===== src/rtl/rx_frame_fifo_ctrl_if.sv =====
// Handshake and fifo-pointer bundle between the receive controller (master) and the MAC/fifo/host side (slave).
// Pure wiring with no latency. Backpressure comes only from the fifo-full and descriptor-full rollback inside the controller.
interface rx_frame_fifo_ctrl_if #(
    parameter int FIFO_DEPTH = 12
);
    logic                  rx_valid;
    logic                  rx_sof;
    logic                  rx_eof;
    logic                  rx_error;
    logic                  fifo_write_enable;
    logic [FIFO_DEPTH-1:0] fifo_write_address;
    logic                  fifo_write_rewind;
    logic [FIFO_DEPTH-1:0] fifo_write_rewind_address;
    logic                  fifo_read_enable;
    logic [FIFO_DEPTH-1:0] fifo_read_address;
    logic                  frame_available;
    logic [FIFO_DEPTH-1:0] frame_length;
    logic                  frame_read_request;
    logic                  frame_read_valid;
    logic                  frame_read_last;

    modport master (
        input  rx_valid, rx_sof, rx_eof, rx_error,
        input  fifo_write_address, fifo_read_address, frame_read_request,
        output fifo_write_enable, fifo_write_rewind, fifo_write_rewind_address,
        output fifo_read_enable, frame_available, frame_length,
        output frame_read_valid, frame_read_last
    );

    modport slave (
        output rx_valid, rx_sof, rx_eof, rx_error,
        output fifo_write_address, fifo_read_address, frame_read_request,
        input  fifo_write_enable, fifo_write_rewind, fifo_write_rewind_address,
        input  fifo_read_enable, frame_available, frame_length,
        input  frame_read_valid, frame_read_last
    );
endinterface


===== src/rtl/rx_frame_fifo_ctrl.sv =====
// Frame-level write/read controller for a byte-wide MAC receive fifo; optional counters via RX_FRAME_FIFO_CTRL_STATS_EN.
// Latency: descriptor visible 1 cycle after eof; read enables start 1 cycle after request, valid lags enable by 1.
// Backpressure: none on rx; frames that hit fifo-full or descriptor-full are rewound and dropped.
module rx_frame_fifo_ctrl #(
    parameter int FIFO_DEPTH = 12,
    parameter int DESC_DEPTH = 3
) (
    input  logic                 clock,
    input  logic                 reset,
    rx_frame_fifo_ctrl_if.master bus
`ifdef RX_FRAME_FIFO_CTRL_STATS_EN
    ,
    output logic [15:0]          good_frame_count,
    output logic [15:0]          dropped_frame_count
`endif
);
    localparam int DESC_ENTRIES = 1 << DESC_DEPTH;

    typedef logic [FIFO_DEPTH-1:0] addr_t;
    typedef enum logic [1:0] {W_IDLE, W_FRAME, W_REWIND, W_DROP} w_state_t;
    typedef enum logic [1:0] {R_IDLE, R_STREAM, R_RELEASE} r_state_t;

    w_state_t w_state;
    r_state_t r_state;

    addr_t start_address;
    addr_t frame_len;
    addr_t release_address;
    addr_t read_remaining;
    logic  drop_after_rewind;
    logic  rd_en_q;
    logic  rd_valid_q;
    logic  rd_last_q;

    addr_t                 desc_mem [DESC_ENTRIES];
    logic [DESC_DEPTH-1:0] desc_wr_ptr;
    logic [DESC_DEPTH-1:0] desc_rd_ptr;
    logic [DESC_DEPTH:0]   desc_count;

    logic  wr_full;
    logic  too_long;
    logic  q_full;
    logic  q_empty;
    logic  wr_en;
    logic  push;
    logic  pop;
    addr_t push_len;

    assign wr_full  = (bus.fifo_write_address + addr_t'(1)) == release_address;
    // A frame may never occupy 2**FIFO_DEPTH-1 bytes, so refuse the byte that would reach that length.
    assign too_long = frame_len == {{(FIFO_DEPTH-1){1'b1}}, 1'b0};
    assign q_full   = desc_count[DESC_DEPTH];
    assign q_empty  = desc_count == '0;
    assign pop      = (r_state == R_IDLE) && bus.frame_read_request && !q_empty;

    always_comb begin
        wr_en    = 1'b0;
        push     = 1'b0;
        push_len = frame_len + addr_t'(1);
        case (w_state)
            W_IDLE: begin
                wr_en    = bus.rx_valid && bus.rx_sof && !wr_full;
                push     = wr_en && bus.rx_eof && !bus.rx_error && !q_full;
                push_len = addr_t'(1);
            end
            W_FRAME: begin
                wr_en = bus.rx_valid && !bus.rx_sof && !wr_full && !too_long;
                push  = wr_en && bus.rx_eof && !bus.rx_error && !q_full;
            end
            default: ;
        endcase
    end

    assign bus.fifo_write_enable         = wr_en && !reset;
    assign bus.fifo_write_rewind         = (w_state == W_REWIND);
    assign bus.fifo_write_rewind_address = start_address;

    always_ff @(posedge clock) begin
        if (reset) begin
            w_state           <= W_IDLE;
            start_address     <= '0;
            frame_len         <= '0;
            drop_after_rewind <= 1'b0;
        end else begin
            case (w_state)
                W_IDLE: begin
                    if (bus.rx_valid && bus.rx_sof) begin
                        start_address <= bus.fifo_write_address;
                        frame_len     <= addr_t'(1);
                        if (!wr_en) begin
                            w_state           <= W_REWIND;
                            drop_after_rewind <= !bus.rx_eof;
                        end else if (bus.rx_eof) begin
                            w_state           <= push ? W_IDLE : W_REWIND;
                            drop_after_rewind <= 1'b0;
                        end else begin
                            w_state <= W_FRAME;
                        end
                    end
                end
                W_FRAME: begin
                    if (bus.rx_valid) begin
                        if (!wr_en) begin
                            w_state           <= W_REWIND;
                            drop_after_rewind <= !bus.rx_eof;
                        end else begin
                            frame_len <= frame_len + addr_t'(1);
                            if (bus.rx_eof) begin
                                w_state           <= push ? W_IDLE : W_REWIND;
                                drop_after_rewind <= 1'b0;
                            end
                        end
                    end
                end
                // An eof seen while rewinding closes the abandoned frame, so there is nothing left to drop.
                W_REWIND: begin
                    if (bus.rx_valid && bus.rx_eof)
                        w_state <= W_IDLE;
                    else if ((bus.rx_valid && bus.rx_sof) || drop_after_rewind)
                        w_state <= W_DROP;
                    else
                        w_state <= W_IDLE;
                end
                W_DROP: begin
                    if (bus.rx_valid && bus.rx_eof)
                        w_state <= W_IDLE;
                end
                default: w_state <= W_IDLE;
            endcase
        end
    end

    always_ff @(posedge clock) begin
        if (push)
            desc_mem[desc_wr_ptr] <= push_len;
    end

    always_ff @(posedge clock) begin
        if (reset) begin
            desc_wr_ptr <= '0;
            desc_rd_ptr <= '0;
            desc_count  <= '0;
        end else begin
            if (push)
                desc_wr_ptr <= desc_wr_ptr + 1'b1;
            if (pop)
                desc_rd_ptr <= desc_rd_ptr + 1'b1;
            case ({push, pop})
                2'b10:   desc_count <= desc_count + 1'b1;
                2'b01:   desc_count <= desc_count - 1'b1;
                default: desc_count <= desc_count;
            endcase
        end
    end

    assign bus.frame_available = !q_empty;
    assign bus.frame_length    = q_empty ? '0 : desc_mem[desc_rd_ptr];

    always_ff @(posedge clock) begin
        if (reset) begin
            r_state         <= R_IDLE;
            read_remaining  <= '0;
            release_address <= '0;
            rd_en_q         <= 1'b0;
            rd_valid_q      <= 1'b0;
            rd_last_q       <= 1'b0;
        end else begin
            rd_valid_q <= rd_en_q;
            rd_last_q  <= (r_state == R_STREAM) && (read_remaining == addr_t'(1));
            case (r_state)
                R_IDLE: begin
                    if (pop) begin
                        read_remaining <= bus.frame_length;
                        rd_en_q        <= 1'b1;
                        r_state        <= R_STREAM;
                    end
                end
                R_STREAM: begin
                    read_remaining <= read_remaining - addr_t'(1);
                    if (read_remaining == addr_t'(1)) begin
                        rd_en_q <= 1'b0;
                        r_state <= R_RELEASE;
                    end
                end
                // The fifo read pointer now sits one past the frame just streamed.
                R_RELEASE: begin
                    release_address <= bus.fifo_read_address;
                    r_state         <= R_IDLE;
                end
                default: r_state <= R_IDLE;
            endcase
        end
    end

    assign bus.fifo_read_enable = rd_en_q;
    assign bus.frame_read_valid = rd_valid_q;
    assign bus.frame_read_last  = rd_last_q;

`ifdef RX_FRAME_FIFO_CTRL_STATS_EN
    always_ff @(posedge clock) begin
        if (reset) begin
            good_frame_count    <= '0;
            dropped_frame_count <= '0;
        end else begin
            if (push && good_frame_count != 16'hFFFF)
                good_frame_count <= good_frame_count + 16'd1;
            if (w_state == W_REWIND && dropped_frame_count != 16'hFFFF)
                dropped_frame_count <= dropped_frame_count + 16'd1;
        end
    end
`endif
endmodule


===== src/flat_wrapper.sv =====
// flat-port wrapper written by rule: the top's interface ports become plain ports
module rx_frame_fifo_ctrl_flat 
#(
    parameter int FIFO_DEPTH = 12,
    parameter int DESC_DEPTH = 3
)
  (clock, reset, bus_rx_valid, bus_rx_sof, bus_rx_eof, bus_rx_error, bus_fifo_write_address, bus_fifo_read_address, bus_frame_read_request, bus_fifo_write_enable, bus_fifo_write_rewind, bus_fifo_write_rewind_address, bus_fifo_read_enable, bus_frame_available, bus_frame_length, bus_frame_read_valid, bus_frame_read_last);
  rx_frame_fifo_ctrl_if #(.FIFO_DEPTH(FIFO_DEPTH)) bus_i ();
  input  logic clock;
  input  logic reset;
  input wire logic [$bits(bus_i.rx_valid)-1:0] bus_rx_valid;
  input wire logic [$bits(bus_i.rx_sof)-1:0] bus_rx_sof;
  input wire logic [$bits(bus_i.rx_eof)-1:0] bus_rx_eof;
  input wire logic [$bits(bus_i.rx_error)-1:0] bus_rx_error;
  input wire logic [$bits(bus_i.fifo_write_address)-1:0] bus_fifo_write_address;
  input wire logic [$bits(bus_i.fifo_read_address)-1:0] bus_fifo_read_address;
  input wire logic [$bits(bus_i.frame_read_request)-1:0] bus_frame_read_request;
  output wire logic [$bits(bus_i.fifo_write_enable)-1:0] bus_fifo_write_enable;
  output wire logic [$bits(bus_i.fifo_write_rewind)-1:0] bus_fifo_write_rewind;
  output wire logic [$bits(bus_i.fifo_write_rewind_address)-1:0] bus_fifo_write_rewind_address;
  output wire logic [$bits(bus_i.fifo_read_enable)-1:0] bus_fifo_read_enable;
  output wire logic [$bits(bus_i.frame_available)-1:0] bus_frame_available;
  output wire logic [$bits(bus_i.frame_length)-1:0] bus_frame_length;
  output wire logic [$bits(bus_i.frame_read_valid)-1:0] bus_frame_read_valid;
  output wire logic [$bits(bus_i.frame_read_last)-1:0] bus_frame_read_last;
  assign bus_i.rx_valid = bus_rx_valid;
  assign bus_i.rx_sof = bus_rx_sof;
  assign bus_i.rx_eof = bus_rx_eof;
  assign bus_i.rx_error = bus_rx_error;
  assign bus_i.fifo_write_address = bus_fifo_write_address;
  assign bus_i.fifo_read_address = bus_fifo_read_address;
  assign bus_i.frame_read_request = bus_frame_read_request;
  assign bus_fifo_write_enable = bus_i.fifo_write_enable;
  assign bus_fifo_write_rewind = bus_i.fifo_write_rewind;
  assign bus_fifo_write_rewind_address = bus_i.fifo_write_rewind_address;
  assign bus_fifo_read_enable = bus_i.fifo_read_enable;
  assign bus_frame_available = bus_i.frame_available;
  assign bus_frame_length = bus_i.frame_length;
  assign bus_frame_read_valid = bus_i.frame_read_valid;
  assign bus_frame_read_last = bus_i.frame_read_last;
  rx_frame_fifo_ctrl #(.FIFO_DEPTH(FIFO_DEPTH), .DESC_DEPTH(DESC_DEPTH)) u_core (.clock(clock), .reset(reset), .bus(bus_i));
endmodule

===== config.mk =====
export PLATFORM = sky130hd
export DESIGN_NAME = rx_frame_fifo_ctrl_flat
export DESIGN_NICKNAME = d
export VERILOG_FILES = /design/src/rtl/rx_frame_fifo_ctrl_if.sv /design/src/rtl/rx_frame_fifo_ctrl.sv /design/src/flat_wrapper.sv
export SDC_FILE = /design/constraint.sdc
export NUM_CORES = 1
export LEC_CHECK = 0
export ABC_AREA = 1
export CORE_ASPECT_RATIO = 0.9
export CORE_MARGIN = 2
export CORE_UTILIZATION = 57
export CTS_CLUSTER_DIAMETER = 100
export DETAILED_ROUTE_END_ITERATION = 16
export DONT_BUFFER_PORTS = 1
export GPL_ROUTABILITY_DRIVEN = 0
export GPL_TIMING_DRIVEN = 0
export PLACE_DENSITY_LB_ADDON = 0.2
export SETUP_SLACK_MARGIN = 0.1
export SYNTH_ARGS = -nofsm -noshare
export SYNTH_HDL_FRONTEND = slang
export SYNTH_SLANG_ARGS = --single-unit

===== constraint.sdc =====
create_clock -name clock -period 2.9 [get_ports clock]
set_input_delay 0.58 -clock clock [delete_from_list [all_inputs] [get_ports clock]]
set_output_delay 0.58 -clock clock [all_outputs]
set_load 0.02 [all_outputs]

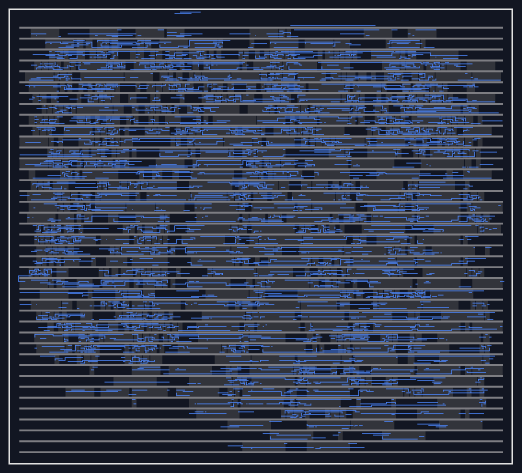
layer_met1.png
(4 px per µm) Supply wires on this layer in gray.
The wires run mostly horizontal. 883 nets have wire on it. The longest straight run is 43.7 µm. The layer carries 7,690 µm of wire.

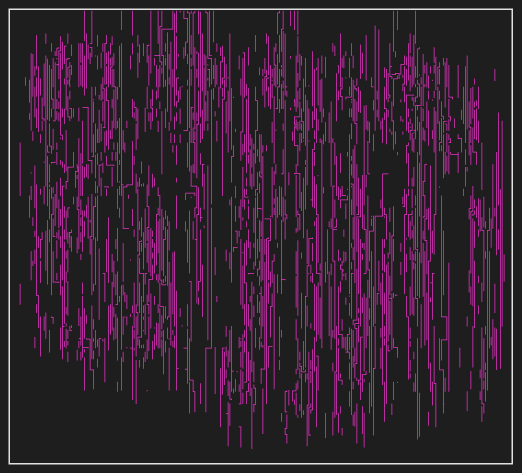
layer_met2.png
(4 px per µm)
The layer holds 47% of the routed length. The wires run mostly vertical. The longest straight run is 52.0 µm. The layer carries 8,700 µm of wire. 731 nets have wire on it.

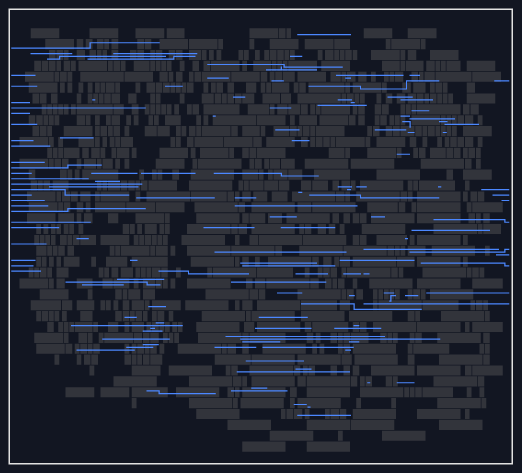
layer_met3.png
(4 px per µm)
105 nets have wire on it. The layer carries 1,670 µm of wire. The wires run mostly horizontal. The layer holds 9.0% of the routed length.

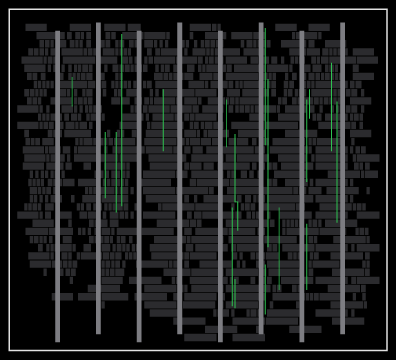
layer_met4.png
(3 px per µm) Supply wires on this layer in gray.
The layer carries 492 µm of wire. The layer holds 2.7% of the routed length.
WL final: 18,560 µm
total number of vias: 6,057

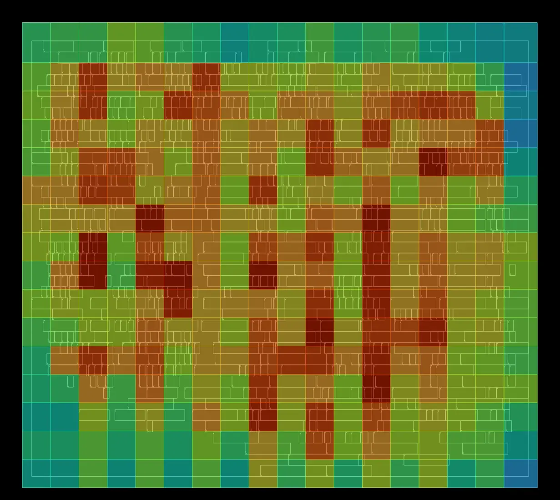
congestion.png
global-route layer with the greatest usage: met2
GR Layer Usage met1: 0.3365
fin util: 0.6797
gr usage total: 0.2669
met3 usage: 0.08132

==> impl_metrics.yaml <==
# generated from flow reports
logic_synthesis:
  synth_cells: 849
  largest_area_cell: "edfxtp_1"
  ys_async_sr_fraction: 0
  post-synth-top-count-cell: "nor2_1"
  ys.flops: 165
route:
  drc: 0
  first_iter_violations: 696
layout:
  nFillCells: 962
  antenna_cells: 0
  comb_share: 0.3521
  largest_register_ffs: 96
  layout_top_cell: "nor2_1"
timing:
  fmax_ghz: 0.3678
  holdWs_ns: 0.2884
  finalClockPeriodUsage: 0.9376
  fin_setup_tns_ns: 0
setup_path:
  regToRegSetupSlack_ns: 0.36
  crit_family: "buffers and inverters"
global_route:
  antenna_found_initial: 0
  overflow: 0
  grt_max_degree: 17
run_status:
  status: "finished clean"
clock_tree:
  insertion_delay_ns: 0.43
hold_path:
  holdPathStages: 2
==> metal layers <==
layer | vias up | wire [µm] | track usage
li1 | 2936 | - | -
met1 | 2829 | 7690 | 0.3365
met2 | 250 | 8698 | 0.4326
met3 | 42 | 1674 | 0.08132
met4 | 0 | 491 | 0.1119
met5 | - | 0 | 0
==> repair_timing <==
item                       CTS  global route
hold buffers                 0             0
pin swaps                    0             5
setup endpoints to repair   12            41
buffers inserted             0             7
gates resized               25            32
cloned                       0             0
==> power breakdown <==
part	total [mW]	internal (mW)	switching (mW)
logic	2.67	0.806	1.87
registers	2.92	2.70	0.222
clock network	2.30	1.42	0.884
==> per-stage QoR <==
stage                       util  std cells
after floorplan                -        849
after global placement    0.6050       1013
after detailed placement  0.6145       1021
after CTS                 0.6703       1053
after global routing      0.6797       1060
final                     0.6797       1060
Power figures rest on the tool's default switching activity, not on a simulated workload.
